[src/rtl/load_store_unit.sv]
// Load/store unit: aligns core byte/half/word accesses onto a Wishbone
// classic bus, with misalignment trapping, bus-error and timeout handling.
module load_store_unit #(
    parameter int BUS_ADDRESS_WIDTH = 32,
    parameter int BUS_DATA_WIDTH    = 32,
    parameter int TIMEOUT_CYCLES    = 15
) (
    input  logic                          clock,
    input  logic                          reset,
    input  logic                          request_valid,
    output logic                          request_ready,
    input  logic                          request_write,
    input  logic [1:0]                    request_size,
    input  logic                          request_unsigned,
    input  logic [31:0]                   request_address,
    input  logic [31:0]                   request_write_data,
    output logic                          response_valid,
    output logic                          response_error,
    output logic [31:0]                   response_read_data,
    output logic                          wb_cyc,
    output logic                          wb_stb,
    output logic                          wb_we,
    output logic [BUS_ADDRESS_WIDTH-1:0]  wb_adr,
    output logic [BUS_DATA_WIDTH/8-1:0]   wb_sel,
    output logic [BUS_DATA_WIDTH-1:0]     wb_dat_o,
    input  logic [BUS_DATA_WIDTH-1:0]     wb_dat_i,
    input  logic                          wb_ack,
    input  logic                          wb_err
);

    localparam int LANES = BUS_DATA_WIDTH / 8;
    localparam int OFFW  = $clog2(LANES);
    localparam int CW    = (TIMEOUT_CYCLES < 2) ? 1 : $clog2(TIMEOUT_CYCLES + 1);
    localparam logic [CW-1:0] TMO_LAST =
        (TIMEOUT_CYCLES == 0) ? '0 : CW'(TIMEOUT_CYCLES - 1);

    typedef enum logic [1:0] {
        S_IDLE,
        S_BUS,
        S_RESPOND
    } state_t;

    state_t                   state_q, state_d;
    logic                     cyc_q, cyc_d;
    logic                     we_q, we_d;
    logic [BUS_ADDRESS_WIDTH-1:0] adr_q, adr_d;
    logic [LANES-1:0]         sel_q, sel_d;
    logic [BUS_DATA_WIDTH-1:0] dat_q, dat_d;
    logic [1:0]               size_q, size_d;
    logic                     uns_q, uns_d;
    logic [OFFW-1:0]          off_q, off_d;
    logic                     err_q, err_d;
    logic [31:0]              rdata_q, rdata_d;
    logic [CW-1:0]            cnt_q, cnt_d;

    logic                     misaligned;
    logic [OFFW-1:0]          req_off;
    logic [LANES-1:0]         sel_base;
    logic [31:0]              wmask;
    logic [BUS_ADDRESS_WIDTH-1:0] req_adr;
    logic [LANES-1:0]         req_sel;
    logic [BUS_DATA_WIDTH-1:0] req_dat;
    logic [31:0]              rd_word;
    logic [31:0]              rd_ext;
    logic                     tmo;

    assign req_off = request_address[OFFW-1:0];
    assign req_adr = BUS_ADDRESS_WIDTH'({request_address[31:OFFW], {OFFW{1'b0}}});
    assign req_sel = sel_base << req_off;
    assign req_dat = BUS_DATA_WIDTH'(request_write_data & wmask) << {req_off, 3'b000};

    always_comb begin
        misaligned = 1'b0;
        sel_base   = '0;
        wmask      = '0;
        unique case (1'b1)
            request_size == 2'd0: begin
                sel_base = LANES'(4'h1);
                wmask    = 32'h0000_00FF;
            end
            request_size == 2'd1: begin
                sel_base   = LANES'(4'h3);
                wmask      = 32'h0000_FFFF;
                misaligned = request_address[0];
            end
            request_size == 2'd2: begin
                sel_base   = LANES'(4'hF);
                wmask      = 32'hFFFF_FFFF;
                misaligned = |request_address[1:0];
            end
            default: misaligned = 1'b1;
        endcase
    end

    // Bring the addressed lanes down to bit 0, then extend by access size.
    assign rd_word = 32'(wb_dat_i >> {off_q, 3'b000});

    always_comb begin
        rd_ext = rd_word;
        unique case (1'b1)
            size_q == 2'd0:
                rd_ext = {{24{~uns_q & rd_word[7]}}, rd_word[7:0]};
            size_q == 2'd1:
                rd_ext = {{16{~uns_q & rd_word[15]}}, rd_word[15:0]};
            default: rd_ext = rd_word;
        endcase
    end

    assign tmo = (TIMEOUT_CYCLES != 0) && (cnt_q >= TMO_LAST);

    always_comb begin
        state_d = state_q;
        cyc_d   = cyc_q;
        we_d    = we_q;
        adr_d   = adr_q;
        sel_d   = sel_q;
        dat_d   = dat_q;
        size_d  = size_q;
        uns_d   = uns_q;
        off_d   = off_q;
        err_d   = err_q;
        rdata_d = rdata_q;
        cnt_d   = cnt_q;
        unique case (state_q)
            S_IDLE: begin
                if (request_valid) begin
                    size_d  = request_size;
                    uns_d   = request_unsigned;
                    off_d   = req_off;
                    err_d   = misaligned;
                    rdata_d = '0;
                    cnt_d   = '0;
                    if (misaligned) begin
                        state_d = S_RESPOND;
                    end else begin
                        state_d = S_BUS;
                        cyc_d   = 1'b1;
                        we_d    = request_write;
                        adr_d   = req_adr;
                        sel_d   = req_sel;
                        dat_d   = req_dat;
                    end
                end
            end
            S_BUS: begin
                if (wb_err || wb_ack || tmo) begin
                    state_d = S_RESPOND;
                    cyc_d   = 1'b0;
                    we_d    = 1'b0;
                    adr_d   = '0;
                    sel_d   = '0;
                    dat_d   = '0;
                    // err beats ack; a timeout without ack is an error
                    err_d   = wb_err | ~wb_ack;
                    rdata_d = (wb_ack & ~wb_err & ~we_q) ? rd_ext : '0;
                end else if (cnt_q != '1) begin
                    cnt_d = cnt_q + 1'b1;
                end
            end
            S_RESPOND: begin
                state_d = S_IDLE;
                err_d   = 1'b0;
                rdata_d = '0;
            end
            default: state_d = S_IDLE;
        endcase
    end

    always_ff @(posedge clock or negedge reset) begin
        if (!reset) begin
            state_q <= S_IDLE;
            cyc_q   <= 1'b0;
            we_q    <= 1'b0;
            adr_q   <= '0;
            sel_q   <= '0;
            dat_q   <= '0;
            size_q  <= '0;
            uns_q   <= 1'b0;
            off_q   <= '0;
            err_q   <= 1'b0;
            rdata_q <= '0;
            cnt_q   <= '0;
        end else begin
            state_q <= state_d;
            cyc_q   <= cyc_d;
            we_q    <= we_d;
            adr_q   <= adr_d;
            sel_q   <= sel_d;
            dat_q   <= dat_d;
            size_q  <= size_d;
            uns_q   <= uns_d;
            off_q   <= off_d;
            err_q   <= err_d;
            rdata_q <= rdata_d;
            cnt_q   <= cnt_d;
        end
    end

    assign request_ready      = (state_q == S_IDLE);
    assign response_valid     = (state_q == S_RESPOND);
    assign response_error     = response_valid & err_q;
    assign response_read_data = response_valid ? rdata_q : '0;
    assign wb_cyc             = cyc_q;
    assign wb_stb             = cyc_q;
    assign wb_we              = we_q;
    assign wb_adr             = adr_q;
    assign wb_sel             = sel_q;
    assign wb_dat_o           = dat_q;

endmodule

[config.mk]
export PLATFORM = sky130hd
export DESIGN_NAME = load_store_unit
export DESIGN_NICKNAME = d
export VERILOG_FILES = /design/src/rtl/load_store_unit.sv
export SDC_FILE = /design/constraint.sdc
export NUM_CORES = 1
export LEC_CHECK = 0
export CAP_MARGIN = 20
export CELL_PAD_IN_SITES_DETAIL_PLACEMENT = 1
export CELL_PAD_IN_SITES_GLOBAL_PLACEMENT = 2
export CORE_AREA = 10 10 150 152
export DETAILED_ROUTE_END_ITERATION = 8
export DIE_AREA = 0 0 160 162
export HOLD_SLACK_MARGIN = 0.02
export PLACE_DENSITY = 0.92
export SLEW_MARGIN = 20
export SYNTH_ARGS = -nofsm -noshare
export SYNTH_HDL_FRONTEND = slang
export SYNTH_SLANG_ARGS = --single-unit
export TNS_END_PERCENT = 10
[constraint.sdc]
create_clock -name clock -period 5.1 [get_ports clock]
set_input_delay 1.02 -clock clock [delete_from_list [all_inputs] [get_ports clock]]
set_output_delay 1.02 -clock clock [all_outputs]
set_load 0.01 [all_outputs]
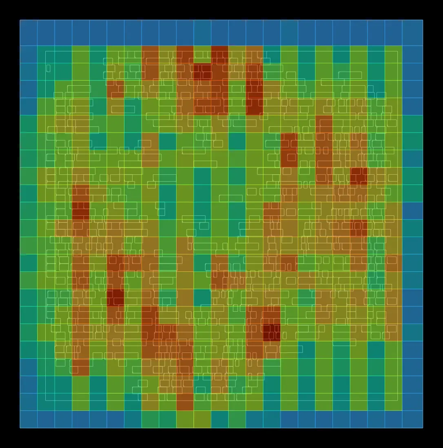
run_1/final_congestion.png
Finished Core Util: 0.428
met2 usage in global routing: 0.266
Routed WL per cell: 22.2 µm
Most Crowded Layer GR: met2
total global routing track utilization: 0.159

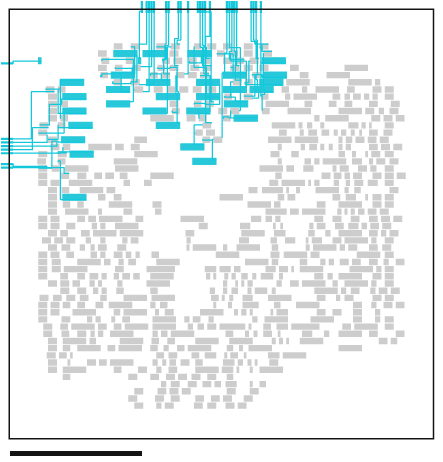
run_1/port_nets.png
Scale bar: 50 µm.
Key: cyan = wb_adr [bits 32, direction output, end cells 32, buffers 30, wire 1,480 µm]

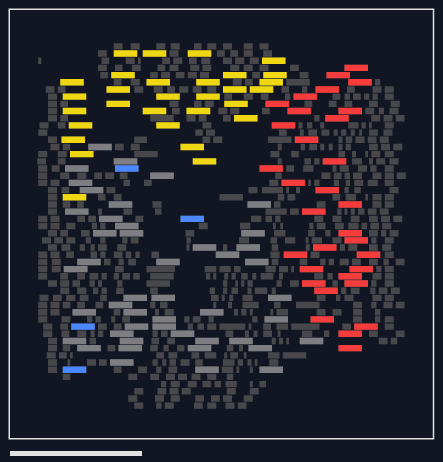
run_1/registers.png
Scale bar: 50 µm. Other sequential cells in the stronger gray, the rest of the logic in the fainter gray.
Key: red = rdata_q [placed flops 32]; yellow = wb_adr [placed flops 30]; blue = wb_sel [placed flops 4]

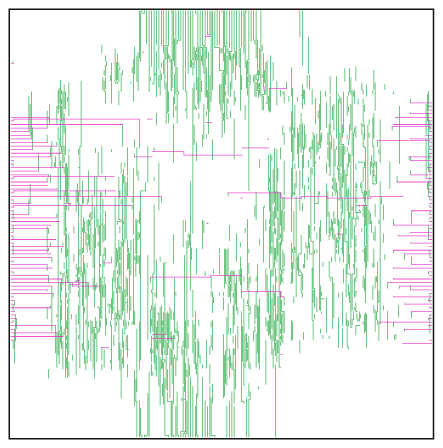
run_1/metal_stack.png
Two of the layers only.
Key: green = met2 [wire length 10,200 µm]; magenta = met3 [wire length 1,480 µm]

==> results.yml, run 1 <==
# physical design summary
outcome:
  status: "completed"
yosys:
  synthAoiAreaFrac: 0.235
  synth_cell_types: 48
  synth.cellmix.adderShare: 0.0195
  synthSimpleGateAreaFrac: 0.122
  synth.yosys.num_cells: 514
  number_of_flops_mapped_to_enable_cells_by_yosys: 0
  yosys-top-cells-area: "sky130_fd_sc_hd__dfrtp_1 48%, sky130_fd_sc_hd__a22o_1 10%, sky130_fd_sc_hd__mux2i_1 5.7%, sky130_fd_sc_hd__and2_1 3.6%, sky130_fd_sc_hd__o2bb2ai_1 3.5%"
  postSynthCellCount: 514
  synth.area.mux_share: 0.0883
  synth_area_leader_cell: "sky130_fd_sc_hd__dfrtp_1"
  yosys-top-cells-count: "112 x sky130_fd_sc_hd__dfrtp_1, 67 x sky130_fd_sc_hd__a22o_1, 33 x sky130_fd_sc_hd__and2_1, 33 x sky130_fd_sc_hd__mux2i_1, 28 x sky130_fd_sc_hd__clkbuf_1"
  ff_latch_count_synth: 112
  post_synth_main_logic_family: "AND-OR/OR-AND gates"
  postSynth.topFlopCell: "sky130_fd_sc_hd__dfrtp_1"
  post_synth_xor_xnor_area: 0
critical_path:
  path_buffers: 2
  worstSetupStartpointType: "flop"
  worst-endpoint-required_ps: 4080
  r2r_start: "state_q[0]"
  worst_setup_path_startpoint: "state_q[0]"
  ff2ff_path_depth: 6
  timing.critical_path.depth: 4
  worst-path-max-fanout: 35
  crit_path_end_kind: "output port"
clock_tree:
  cts_tree: "yes"
  clk_pin_slew_ps: 70
  postCtsSetupBuffers: 0
  clock_sinks: 112
  cts_max_path_buffers: 2
  clk_latency_ps: 350
  cts.repair.resized: 0
drt:
  wl_met1_mm: 9.25
  drt.antenna.violating_nets: 0
  drcViolationCount: 0
  drtIter0Drc: 196
  avgViaCountPerCell: 5.18
  wl_met2_mm: 10.2
layout:
  lay_top_count: "sky130_fd_sc_hd__clkdlybuf4s50_1"
  layout.area.seq_um2: 2800
  buffer_area_frac: 0.256
  antenna_diode_count: 0
  nFillCells: 2162
  final_layout_top_logic_cells: "207 x sky130_fd_sc_hd__clkdlybuf4s50_1, 112 x sky130_fd_sc_hd__dfrtp_1, 67 x sky130_fd_sc_hd__a22o_1"
  area.share.combinational: 0.326
  logic_gate_count: 345
  drive_above_1_share: 0.0664
  final_cells: 958
  final_area_um2: 8310
power:
  final_power_mw: 3.86
  power.leakage_nw: 3.54
  internal-power_mw: 2.44
  part_of_the_power_in_registers: 0.344
  pwr.group.sequential_mw: 1.33
  clock_power_share: 0.198
  power.density_nw_per_um2: 464
  combinational_fraction_of_design_power: 0.458
sta:
  finalHoldViolCount: 0
  worst-slew-pin-transition_ps: 997
  worst_clock_skew_ps: 5.80
  timing.final.max_slew_violations: 0
place:
  buffer_ports.inserted: 208
  placed_cell_area_um2: 7990
  gp_congestion: 0.829
  hpwl_mm: 15.8
worst_hold_path:
  hold_path.startpoint: "rdata_q[0]"
  hold_depth: 1
run:
  warning_count: 32
  max_cap_violations: 0
floorplanning:
  die_w_um: 160
  core_util_floorplan: 0.298
  die_area_um2: 25900
  floorplan.rows: 51
global_route:
  globalRouteMet1Util: 0.191
  grt_overflow: 0
  grt_first_pass_wirelength_mm: 32.9
  grt_max_degree: 73
run_1/met1.png
Scale bar: 50 µm. Supply wires on this layer in gray.
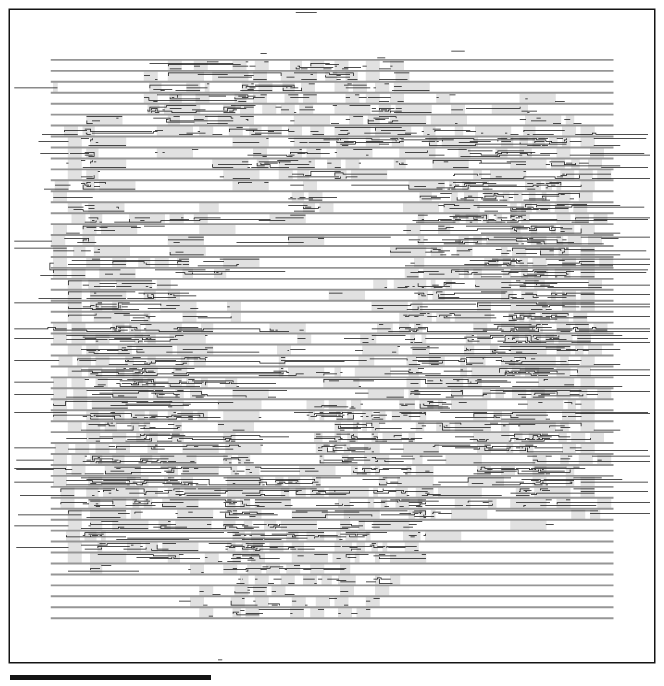

## Run 2: what changed since run 1
--- a/config.mk
+++ b/config.mk
@@ -8,11 +8,11 @@
 export CAP_MARGIN = 20
 export CELL_PAD_IN_SITES_DETAIL_PLACEMENT = 1
 export CELL_PAD_IN_SITES_GLOBAL_PLACEMENT = 2
-export CORE_AREA = 10 10 150 152
+export CORE_AREA = 10 10 164 166
 export DETAILED_ROUTE_END_ITERATION = 8
-export DIE_AREA = 0 0 160 162
+export DIE_AREA = 0 0 174 176
 export HOLD_SLACK_MARGIN = 0.02
-export PLACE_DENSITY = 0.92
+export PLACE_DENSITY = 0.82
 export SLEW_MARGIN = 20
 export SYNTH_ARGS = -nofsm -noshare
 export SYNTH_HDL_FRONTEND = slang
==> constraint.sdc (replaced) <==
create_clock -name clock -period 3.01 [get_ports clock]
set_input_delay 0.602 -clock clock [delete_from_list [all_inputs] [get_ports clock]]
set_output_delay 0.602 -clock clock [all_outputs]
set_load 0.01 [all_outputs]
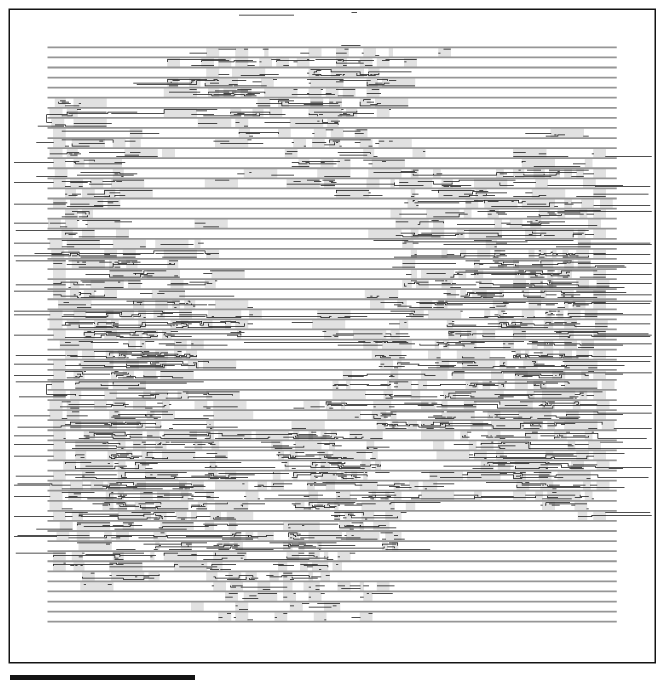
run_2/met1.png
Scale bar: 50 µm. Supply wires on this layer in gray.
738 nets have wire on it. The wires run mostly horizontal. The longest straight run is 56.1 µm.

==> run 2 against run 1 <==
Clock power up about 60%; count of clock-buffer cells in the layout decreased by 1; register-to-register slack got worse by 1600 ps; sequential cell count did not move; largest cell class unchanged; area after synthesis is the same; first-iteration DRC count grew 54%; worst setup slack worse by 1200 ps.
==> results.yml, run 2 <==
# physical design summary
global_route:
  grt_max_degree: 52
  total_global_routing_track_utilization: 0.136
  global_route.peak_usage_layer: "met2"
  grt_overflow: 0
  globalRouteMet1Util: 0.180
drt:
  drt.antenna.violating_nets: 0
  drtIter0Drc: 301
  routed_wl_per_cell_um: 20.7
  drcViolationCount: 0
  wl_met2_mm: 9.37
floorplanning:
  die_w_um: 174
  die_area_um2: 30600
  floorplan.rows: 57
layout:
  drive_above_1_share: 0.0886
  layout.area.seq_um2: 2800
  nFillCells: 2701
  buffer_area_frac: 0.270
  final_core_utilization: 0.358
  final_cells: 1035
  area.share.combinational: 0.317
  antenna_diode_count: 0
  lay_top_count: "sky130_fd_sc_hd__clkdlybuf4s50_1"
  final_area_um2: 8520
sta:
  worst-slew-pin-transition_ps: 969
  timing.final.max_slew_violations: 0
  worst_clock_skew_ps: 10.9
clock_tree:
  clk_latency_ps: 350
  cts.repair.resized: 0
  cts_max_path_buffers: 2
  clock_sinks: 112
  postCtsSetupBuffers: 0
  clk_pin_slew_ps: 70
yosys:
  synth_cell_types: 48
  postSynthCellCount: 514
  synth.area.mux_share: 0.0883
  synth_area_leader_cell: "sky130_fd_sc_hd__dfrtp_1"
  synthAoiAreaFrac: 0.235
  yosys-top-cells-area: "sky130_fd_sc_hd__dfrtp_1 48%, sky130_fd_sc_hd__a22o_1 10%, sky130_fd_sc_hd__mux2i_1 5.7%, sky130_fd_sc_hd__and2_1 3.6%, sky130_fd_sc_hd__o2bb2ai_1 3.5%"
  post_synth_xor_xnor_area: 0
  ff_latch_count_synth: 112
critical_path:
  worst_setup_path_startpoint: "state_q[0]"
  ff2ff_path_depth: 5
  worst-path-max-fanout: 35
  r2r_start: "state_q[1]"
  path_buffers: 3
  worstSetupStartpointType: "flop"
power:
  pwr.group.sequential_mw: 2.22
  power.density_nw_per_um2: 769
  power.leakage_nw: 3.63
  clock_power_share: 0.187
  part_of_the_power_in_registers: 0.339
  internal-power_mw: 4.12
  final_power_mw: 6.55
outcome:
  status: "completed"
place:
  buffer_ports.inserted: 208
  placed_cell_area_um2: 8230
  gp_congestion: 0.795
run:
  max_cap_violations: 0
  warning_count: 32
No activity file was given, so power comes from the tool's default toggle rates.
